Figure 1. Logic cells by family.
(4 px per um)
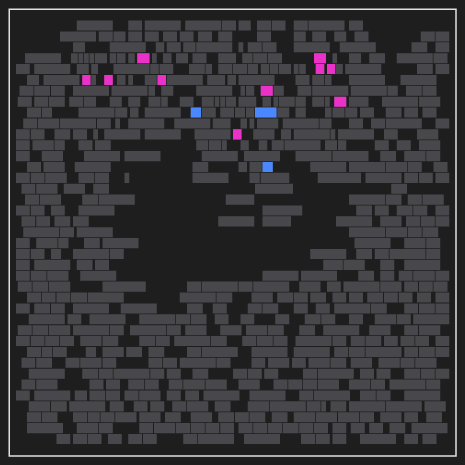
Figure 2. Pin map.
(4 px per um) Pins as bars across the die edge, other pins in gray.
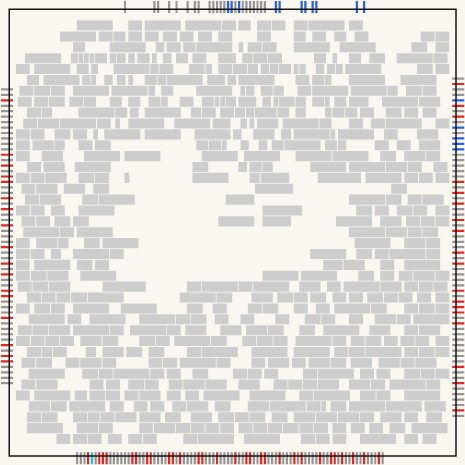
Figure 3. Drive-strength map.
(4 px per um)
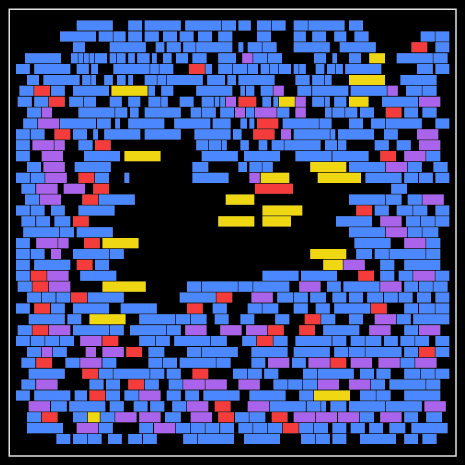
Figure 4. Cell outlines without signal wires.
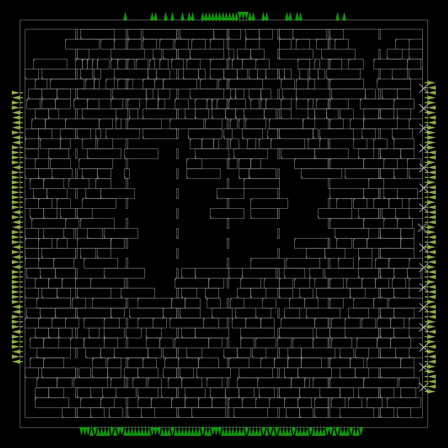
<file path="src/rtl/mux2_64bit_arbiter_pkg.sv">
// Shared definitions for the two-requester 64-bit arbiter.
// Holds the default data/counter widths, the source index constants
// and the round-robin grant helper used by the arbiter top.
package mux2_64bit_arbiter_pkg;

  localparam int WIDTH_DEF = 64;
  localparam int CNT_W_DEF = 16;

  localparam logic SRC0 = 1'b0;
  localparam logic SRC1 = 1'b1;

  // Round-robin pick: a tie goes to the requester that did not win last,
  // a lone requester always wins, and an idle cycle keeps the old pointer.
  function automatic logic pick_grant(input logic last, input logic v0, input logic v1);
    logic g;
    if (v0 && v1) begin
      g = ~last;
    end else if (v0) begin
      g = SRC0;
    end else if (v1) begin
      g = SRC1;
    end else begin
      g = last;
    end
    return g;
  endfunction

endpackage

</file>
<file path="src/rtl/mux2_64bit_arbiter_if.sv">
// Bus bundle between two valid/ready producers, the arbiter and one consumer.
// Modport slave is the arbiter's view; modport master is the view of the
// surrounding environment (producers + consumer).
//   w0_valid/w0/w0_ready : requester 0 handshake and data
//   w1_valid/w1/w1_ready : requester 1 handshake and data
//   f_valid/f/f_src/f_ready : output stage toward the consumer
//   s : mux select currently applied
//   gnt_cnt0/gnt_cnt1 : accepted-word counters per requester
interface mux2_64bit_arbiter_if
  import mux2_64bit_arbiter_pkg::*;
#(
  parameter int WIDTH = WIDTH_DEF,
  parameter int CNT_W = CNT_W_DEF
);
  logic             w0_valid;
  logic [WIDTH-1:0] w0;
  logic             w0_ready;
  logic             w1_valid;
  logic [WIDTH-1:0] w1;
  logic             w1_ready;
  logic             f_valid;
  logic [WIDTH-1:0] f;
  logic             f_src;
  logic             f_ready;
  logic             s;
  logic [CNT_W-1:0] gnt_cnt0;
  logic [CNT_W-1:0] gnt_cnt1;

  modport slave (
    input  w0_valid, w0, w1_valid, w1, f_ready,
    output w0_ready, w1_ready, f_valid, f, f_src, s, gnt_cnt0, gnt_cnt1
  );

  modport master (
    output w0_valid, w0, w1_valid, w1, f_ready,
    input  w0_ready, w1_ready, f_valid, f, f_src, s, gnt_cnt0, gnt_cnt1
  );
endinterface

</file>
<file path="src/rtl/mux2_64bit_arbiter_mux.sv">
// 2:1 datapath mux shared by the two requesters.
//   w0, w1 : candidate words
//   s      : select, 0 picks w0, 1 picks w1
//   f      : selected word
module mux2_64bit
  import mux2_64bit_arbiter_pkg::*;
#(
  parameter int WIDTH = WIDTH_DEF
) (
  input  logic [WIDTH-1:0] w0,
  input  logic [WIDTH-1:0] w1,
  input  logic             s,
  output logic [WIDTH-1:0] f
);

  // Select the word named by s.
  always_comb begin
    f = w0;
    case (s)
      SRC0:    f = w0;
      SRC1:    f = w1;
      default: f = w0;
    endcase
  end

endmodule

</file>
<file path="src/rtl/mux2_64bit_arbiter.sv">
// Round-robin arbiter sharing one 2:1 64-bit mux between two requesters,
// feeding a one-entry registered output stage and counting grants.
//   clk   : rising-edge clock
//   rst_n : asynchronous active-low reset
//   bus   : requester/consumer bundle (slave view), see mux2_64bit_arbiter_if
module mux2_64bit_arbiter
  import mux2_64bit_arbiter_pkg::*;
#(
  parameter int WIDTH = WIDTH_DEF,
  parameter int CNT_W = CNT_W_DEF
) (
  input  logic                  clk,
  input  logic                  rst_n,
  mux2_64bit_arbiter_if.slave   bus
);

  localparam logic [CNT_W-1:0] CNT_ONE = {{(CNT_W-1){1'b0}}, 1'b1};

  logic             last_r;
  logic             f_valid_r;
  logic [WIDTH-1:0] f_r;
  logic             f_src_r;
  logic [CNT_W-1:0] cnt0_r;
  logic [CNT_W-1:0] cnt1_r;

  logic             load_ok_s;
  logic             grant_s;
  logic             w0_ready_s;
  logic             w1_ready_s;
  logic             take_s;
  logic [WIDTH-1:0] mux_f_s;

  // The stage may refill in the same cycle it drains.
  assign load_ok_s = !f_valid_r || bus.f_ready;
  assign grant_s   = pick_grant(last_r, bus.w0_valid, bus.w1_valid);

  // rst_n gates the readies so nothing looks accepted while in reset.
  assign w0_ready_s = rst_n && load_ok_s && bus.w0_valid && (grant_s == SRC0);
  assign w1_ready_s = rst_n && load_ok_s && bus.w1_valid && (grant_s == SRC1);
  assign take_s     = w0_ready_s || w1_ready_s;

  mux2_64bit #(.WIDTH(WIDTH)) u_mux (
    .w0 (bus.w0),
    .w1 (bus.w1),
    .s  (grant_s),
    .f  (mux_f_s)
  );

  // Output stage, round-robin pointer and grant counters.
  always_ff @(posedge clk or negedge rst_n) begin
    if (!rst_n) begin
      f_valid_r <= 1'b0;
      f_r       <= '0;
      f_src_r   <= SRC0;
      last_r    <= SRC1;
      cnt0_r    <= '0;
      cnt1_r    <= '0;
    end else if (take_s) begin
      f_valid_r <= 1'b1;
      f_r       <= mux_f_s;
      f_src_r   <= grant_s;
      last_r    <= grant_s;
      if (grant_s == SRC0) begin
        cnt0_r <= cnt0_r + CNT_ONE;
      end else begin
        cnt1_r <= cnt1_r + CNT_ONE;
      end
    end else if (load_ok_s) begin
      // Drained with nothing to replace it; data and source are kept.
      f_valid_r <= 1'b0;
    end else begin
      f_valid_r <= f_valid_r;
    end
  end

  assign bus.w0_ready = w0_ready_s;
  assign bus.w1_ready = w1_ready_s;
  assign bus.f_valid  = f_valid_r;
  assign bus.f        = f_r;
  assign bus.f_src    = f_src_r;
  assign bus.s        = grant_s;
  assign bus.gnt_cnt0 = cnt0_r;
  assign bus.gnt_cnt1 = cnt1_r;

endmodule

</file>
<file path="src/flat_wrapper.sv">
// flat-port wrapper written by rule: the top's interface ports become plain ports
module mux2_64bit_arbiter_flat import mux2_64bit_arbiter_pkg::*;
#(
  parameter int WIDTH = WIDTH_DEF,
  parameter int CNT_W = CNT_W_DEF
)
  (clk, rst_n, bus_w0_valid, bus_w0, bus_w1_valid, bus_w1, bus_f_ready, bus_w0_ready, bus_w1_ready, bus_f_valid, bus_f, bus_f_src, bus_s, bus_gnt_cnt0, bus_gnt_cnt1);
  mux2_64bit_arbiter_if #(.WIDTH(WIDTH), .CNT_W(CNT_W)) bus_i ();
  input  logic clk;
  input  logic rst_n;
  input wire logic [$bits(bus_i.w0_valid)-1:0] bus_w0_valid;
  input wire logic [$bits(bus_i.w0)-1:0] bus_w0;
  input wire logic [$bits(bus_i.w1_valid)-1:0] bus_w1_valid;
  input wire logic [$bits(bus_i.w1)-1:0] bus_w1;
  input wire logic [$bits(bus_i.f_ready)-1:0] bus_f_ready;
  output wire logic [$bits(bus_i.w0_ready)-1:0] bus_w0_ready;
  output wire logic [$bits(bus_i.w1_ready)-1:0] bus_w1_ready;
  output wire logic [$bits(bus_i.f_valid)-1:0] bus_f_valid;
  output wire logic [$bits(bus_i.f)-1:0] bus_f;
  output wire logic [$bits(bus_i.f_src)-1:0] bus_f_src;
  output wire logic [$bits(bus_i.s)-1:0] bus_s;
  output wire logic [$bits(bus_i.gnt_cnt0)-1:0] bus_gnt_cnt0;
  output wire logic [$bits(bus_i.gnt_cnt1)-1:0] bus_gnt_cnt1;
  assign bus_i.w0_valid = bus_w0_valid;
  assign bus_i.w0 = bus_w0;
  assign bus_i.w1_valid = bus_w1_valid;
  assign bus_i.w1 = bus_w1;
  assign bus_i.f_ready = bus_f_ready;
  assign bus_w0_ready = bus_i.w0_ready;
  assign bus_w1_ready = bus_i.w1_ready;
  assign bus_f_valid = bus_i.f_valid;
  assign bus_f = bus_i.f;
  assign bus_f_src = bus_i.f_src;
  assign bus_s = bus_i.s;
  assign bus_gnt_cnt0 = bus_i.gnt_cnt0;
  assign bus_gnt_cnt1 = bus_i.gnt_cnt1;
  mux2_64bit_arbiter #(.WIDTH(WIDTH), .CNT_W(CNT_W)) u_core (.clk(clk), .rst_n(rst_n), .bus(bus_i));
endmodule
</file>
<file path="config.mk">
export PLATFORM = sky130hd
export DESIGN_NAME = mux2_64bit_arbiter_flat
export DESIGN_NICKNAME = d
export VERILOG_FILES = /design/src/rtl/mux2_64bit_arbiter_pkg.sv /design/src/rtl/mux2_64bit_arbiter_if.sv /design/src/rtl/mux2_64bit_arbiter_mux.sv /design/src/rtl/mux2_64bit_arbiter.sv /design/src/flat_wrapper.sv
export SDC_FILE = /design/constraint.sdc
export NUM_CORES = 1
export LEC_CHECK = 0
export CAP_MARGIN = 20
export CORE_UTILIZATION = 42
export DETAILED_ROUTE_END_ITERATION = 8
export PLACE_DENSITY = 0.89
export REMOVE_ABC_BUFFERS = 1
export SLEW_MARGIN = 30
export SYNTH_ARGS = -nofsm -noshare
export SYNTH_HDL_FRONTEND = slang
export SYNTH_HIERARCHICAL = 1
export SYNTH_SLANG_ARGS = --single-unit
</file>
<file path="constraint.sdc">
create_clock -name clk -period 1.94 [get_ports clk]
set_input_delay 0.194 -clock clk [delete_from_list [all_inputs] [get_ports clk]]
set_output_delay 0.194 -clock clk [all_outputs]
set_load 0.01 [all_outputs]
</file>
==> flow_summary.rst <==
Flow metrics
------------

.. list-table::
   :header-rows: 1

   * - Metric
     - Value
   * - Top cell class by occupied area
     - non-clock buffers
   * - Flip-flop and latch count after synthesis
     - 99
   * - Peak supply drop
     - 0.6123 mV
   * - # H-tree levels
     - 3
   * - Tally of nets with antenna violations remaining after routing
     - 0
   * - Total met3 wirelength after detailed routing
     - 1037 um
   * - Die width
     - 111.3 um
   * - Post-route clock period utilization
     - 97.41%
   * - Sink count of the clock tree
     - 99
   * - GR Layer Usage met2
     - 39.04%
   * - GRT met1 Usage
     - 22.49%
   * - Routability-driven placement congestion ratio
     - 0.8169
   * - Count of flip-flops and latches
     - 99
   * - Switching power
     - 2.076 mW
   * - Violated checks
     - DRC
   * - Cell total in the yosys stat output
     - 341
   * - Layer with the highest usage after global routing
     - met2
   * - Setup Fix Bufs, Post-CTS
     - 1
   * - Worst skew pair latency
     - 0.35 ns
   * - Compound-Gate Fraction of Synth Area
     - 1.196%
   * - Count of warning messages emitted by the tools
     - 25
   * - Max FO, Critical Path
     - 37
   * - Bufs and invs on worst path
     - 2
   * - Prevailing post-synth register cell
     - sky130_fd_sc_hd__dfrtp_1
   * - Outcome
     - finished with violations
   * - I/O pins
     - 234
   * - Worst-path clk slew
     - 0.07 ns
   * - Worst max-slew margin expressed relative to the limit
     - 57.61%
   * - Top Layer Used
     - met4
   * - Final antenna diode count
     - 0
   * - DR DRC count
     - 32
   * - Area share of and/or/nand/nor cells after synthesis
     - 6.082%
   * - Final WL
     - 12700 um
   * - Layout-stage area growth over the synthesis result
     - 57.43%
   * - Type of the worst setup path
     - flop to flop
   * - Switch share
     - 27.36%
   * - Drt first pass iters
     - 6
   * - Yosys top cell area share
     - 48.85%
   * - Worst slack at placement
     - -0.07689 ns
   * - Achievable clock frequency
     - 529.2 MHz
   * - Met3 layer usage reported by global route
     - 7.053%
   * - Area taken by flip-flops and latches
     - 0.002479 mm2
   * - Total placed instance area
     - 0.007541 mm2
   * - Area of the core region
     - 0.01152 mm2
   * - Crit-path max cell delay
     - 0.59 ns
   * - Prevailing logic family in the synthesized netlist
     - multiplexers
   * - # hold bufs at CTS
     - 1
   * - R2R cell count
     - 5
   * - Final Worst Setup Slack
     - 0.05030 ns
   * - Worst R2R Start
     - u_core/last_r
   * - Number of flip-flops in the largest register
     - 64
   * - Period minus WS final
     - 1.890 ns
   * - Via count of the first global-routing pass
     - 4173
   * - Sequential share of the synthesized area
     - 49.38%
   * - Met2 wire length
     - 6610 um
   * - Static leakage power
     - 3.455 nW
   * - Synthesized netlist cell count
     - 341
   * - Total Neg Setup Slack
     - 0 ns
   * - Setup crit end
     - u_core/bus.f[26]
   * - Relative contribution of sequential cells to total power
     - 37.8%
   * - Worst Hold Class
     - input pin to asynchronous set/reset pin
   * - Worst-case clock skew
     - 0.01234 ns
   * - Reg2Reg Setup Slack
     - 0.05 ns
   * - Number of nets in the layout
     - 725
   * - Adder-cell share of the synthesized area
     - 0.4985%
   * - Critical Path, Cell by Cell
     - buf_6 -> o21a_4 -> buf_16 -> mux2_4 -> mux2_1
   * - DP Cell Count
     - 720
   * - WL per Instance
     - 17.21 um
   * - Top cell types by occurrence after synthesis
     - sky130_fd_sc_hd__dfrtp_1, sky130_fd_sc_hd__mux2_4, sky130_fd_sc_hd__mux2_2
   * - Critical path data required time
     - 2.16 ns
   * - Pin count of the biggest net entering global routing
     - 71
   * - Cell resize tally after clock tree synthesis
     - 2
   * - Share of the synthesized netlist area taken by xor and xnor gates
     - 5.234%
   * - Layout filler cell count
     - 858
   * - Power per cell area
     - 960.1 mW/mm2
   * - Number of antenna violations at the first check in global routing
     - 0
   * - Area of the synthesized netlist per yosys stat
     - 0.005020 mm2
   * - Worst r2r dst
     - u_core/bus.f[26]
   * - Pwr top
     - sequential cells
   * - Die area
     - 0.01239 mm2
   * - Cells taking the most area after synthesis
     - sky130_fd_sc_hd__dfrtp_1, sky130_fd_sc_hd__mux2_4, sky130_fd_sc_hd__mux2_2, sky130_fd_sc_hd__mux2_1, sky130_fd_sc_hd__xnor2_1
   * - Fraction of final layout cells with drive strength greater than 1
     - 23.87%
   * - MUX share of area
     - 33.65%
   * - Number of distinct library cells after synthesis
     - 29
   * - Combinational share of cell area
     - 29.73%
   * - Mean Syn Cell Area
     - 14.72 um2
   * - Global-route wire length before repair
     - 20810 um
   * - Max stage delay cell, worst path
     - sky130_fd_sc_hd__dfstp_2
   * - Pins over their slew limit
     - 0
   * - Signal buffers share of area
     - 32.33%
   * - Count of yosys warnings during synthesis
     - 6
   * - M1 wire length
     - 4615 um
   * - Total power after layout
     - 7.587 mW
   * - Post-synth tally of flip-flops with integrated enable
     - 0
   * - Element type at the critical path end
     - flop
   * - Internal
     - 5.511 mW
   * - Biggest area consumer among synthesized cells
     - sky130_fd_sc_hd__dfrtp_1
   * - Sort of element at the start of the critical path
     - flop
   * - Clock root cell
     - sky130_fd_sc_hd__clkbuf_16
   * - Number of DRC violations after detailed-routing iteration 0
     - 154
   * - Cell area after synthesis
     - 0.005020 mm2
   * - Arrival time worst endpoint
     - 2.11 ns
   * - TritonCTS clock tree
     - done
   * - Number of buffers created by CTS
     - 9
   * - Yosys top cell by instances
     - sky130_fd_sc_hd__dfrtp_1
   * - Number of well taps
     - 143
   * - Most instantiated logic cell after routing
     - sky130_fd_sc_hd__clkdlybuf4s50_1
   * - Worst setup startpoint
     - u_core/last_r
   * - Fraction of power consumed by the clock network
     - 26.1%
   * - Combinational power
     - 2.74 mW
   * - Crit path max-delay family
     - multiplexers
   * - Layout Cell Area excl Fill
     - 0.007903 mm2
   * - DR vias
     - 3693
   * - Layout clock buffer count
     - 13
   * - Post-route worst hold slack
     - 0.2339 ns
   * - Max-capacitance violation count
     - 0
   * - Power in the clock group
     - 1.98 mW
   * - Grt ovf
     - 0
   * - Comb pwr share
     - 36.2%
   * - Clock buf/inv share
     - 4.164%
   * - Area used by multi-input combinational logic
     - 0.002350 mm2
   * - Seq power
     - 2.87 mW
   * - Die outline height
     - 111.3 um
   * - WP depth
     - 5
   * - Final setup violation count
     - 0
   * - Top library cells by usage in the layout, fill and taps aside
     - sky130_fd_sc_hd__clkdlybuf4s50_1, sky130_fd_sc_hd__dfrtp_1, sky130_fd_sc_hd__mux2_4
   * - Floorplan core density
     - 43.59%
   * - Transition at the pin with the smallest max-transition slack
     - 0.6358 ns
   * - Proportion of synthesized flip-flops having asynchronous set or reset
     - 100.0%
## Picture notes: Figure 1
legend:
  blue:
    family: non-inverting ao/oa cells
    cells: 3
  magenta:
    family: and/or cells
    cells: 10

## Picture notes: Figure 2
legend:
  cyan:
    port: `bus_s`
    pins: 1
    direction: output
    edge: south
  red:
    port: `bus_w1`
    pins: 64
    direction: input
    edge: 29 south, 18 east, 17 west
  blue:
    port: `bus_gnt_cnt1`
    pins: 16
    direction: output
    edge: 11 north, 5 east
all pins by edge: 84 south, 63 east, 55 west, 32 north

## Picture notes: Figure 3
legend:
  purple:
    size: _3 and _4 cells
    cells: 76
  yellow:
    size: _6 and larger
    cells: 20
  blue:
    size: _0 and _1 cells
    cells: 453
  red:
    size: _2 cells
    cells: 46

## Picture notes: Figure 4
Finished Layout Cells: 738
standard-cell rows: 39
fraction of area in registers: 31.36%
utilization of the core after routing: 68.62%

Power is estimated from default activity; no workload was simulated.
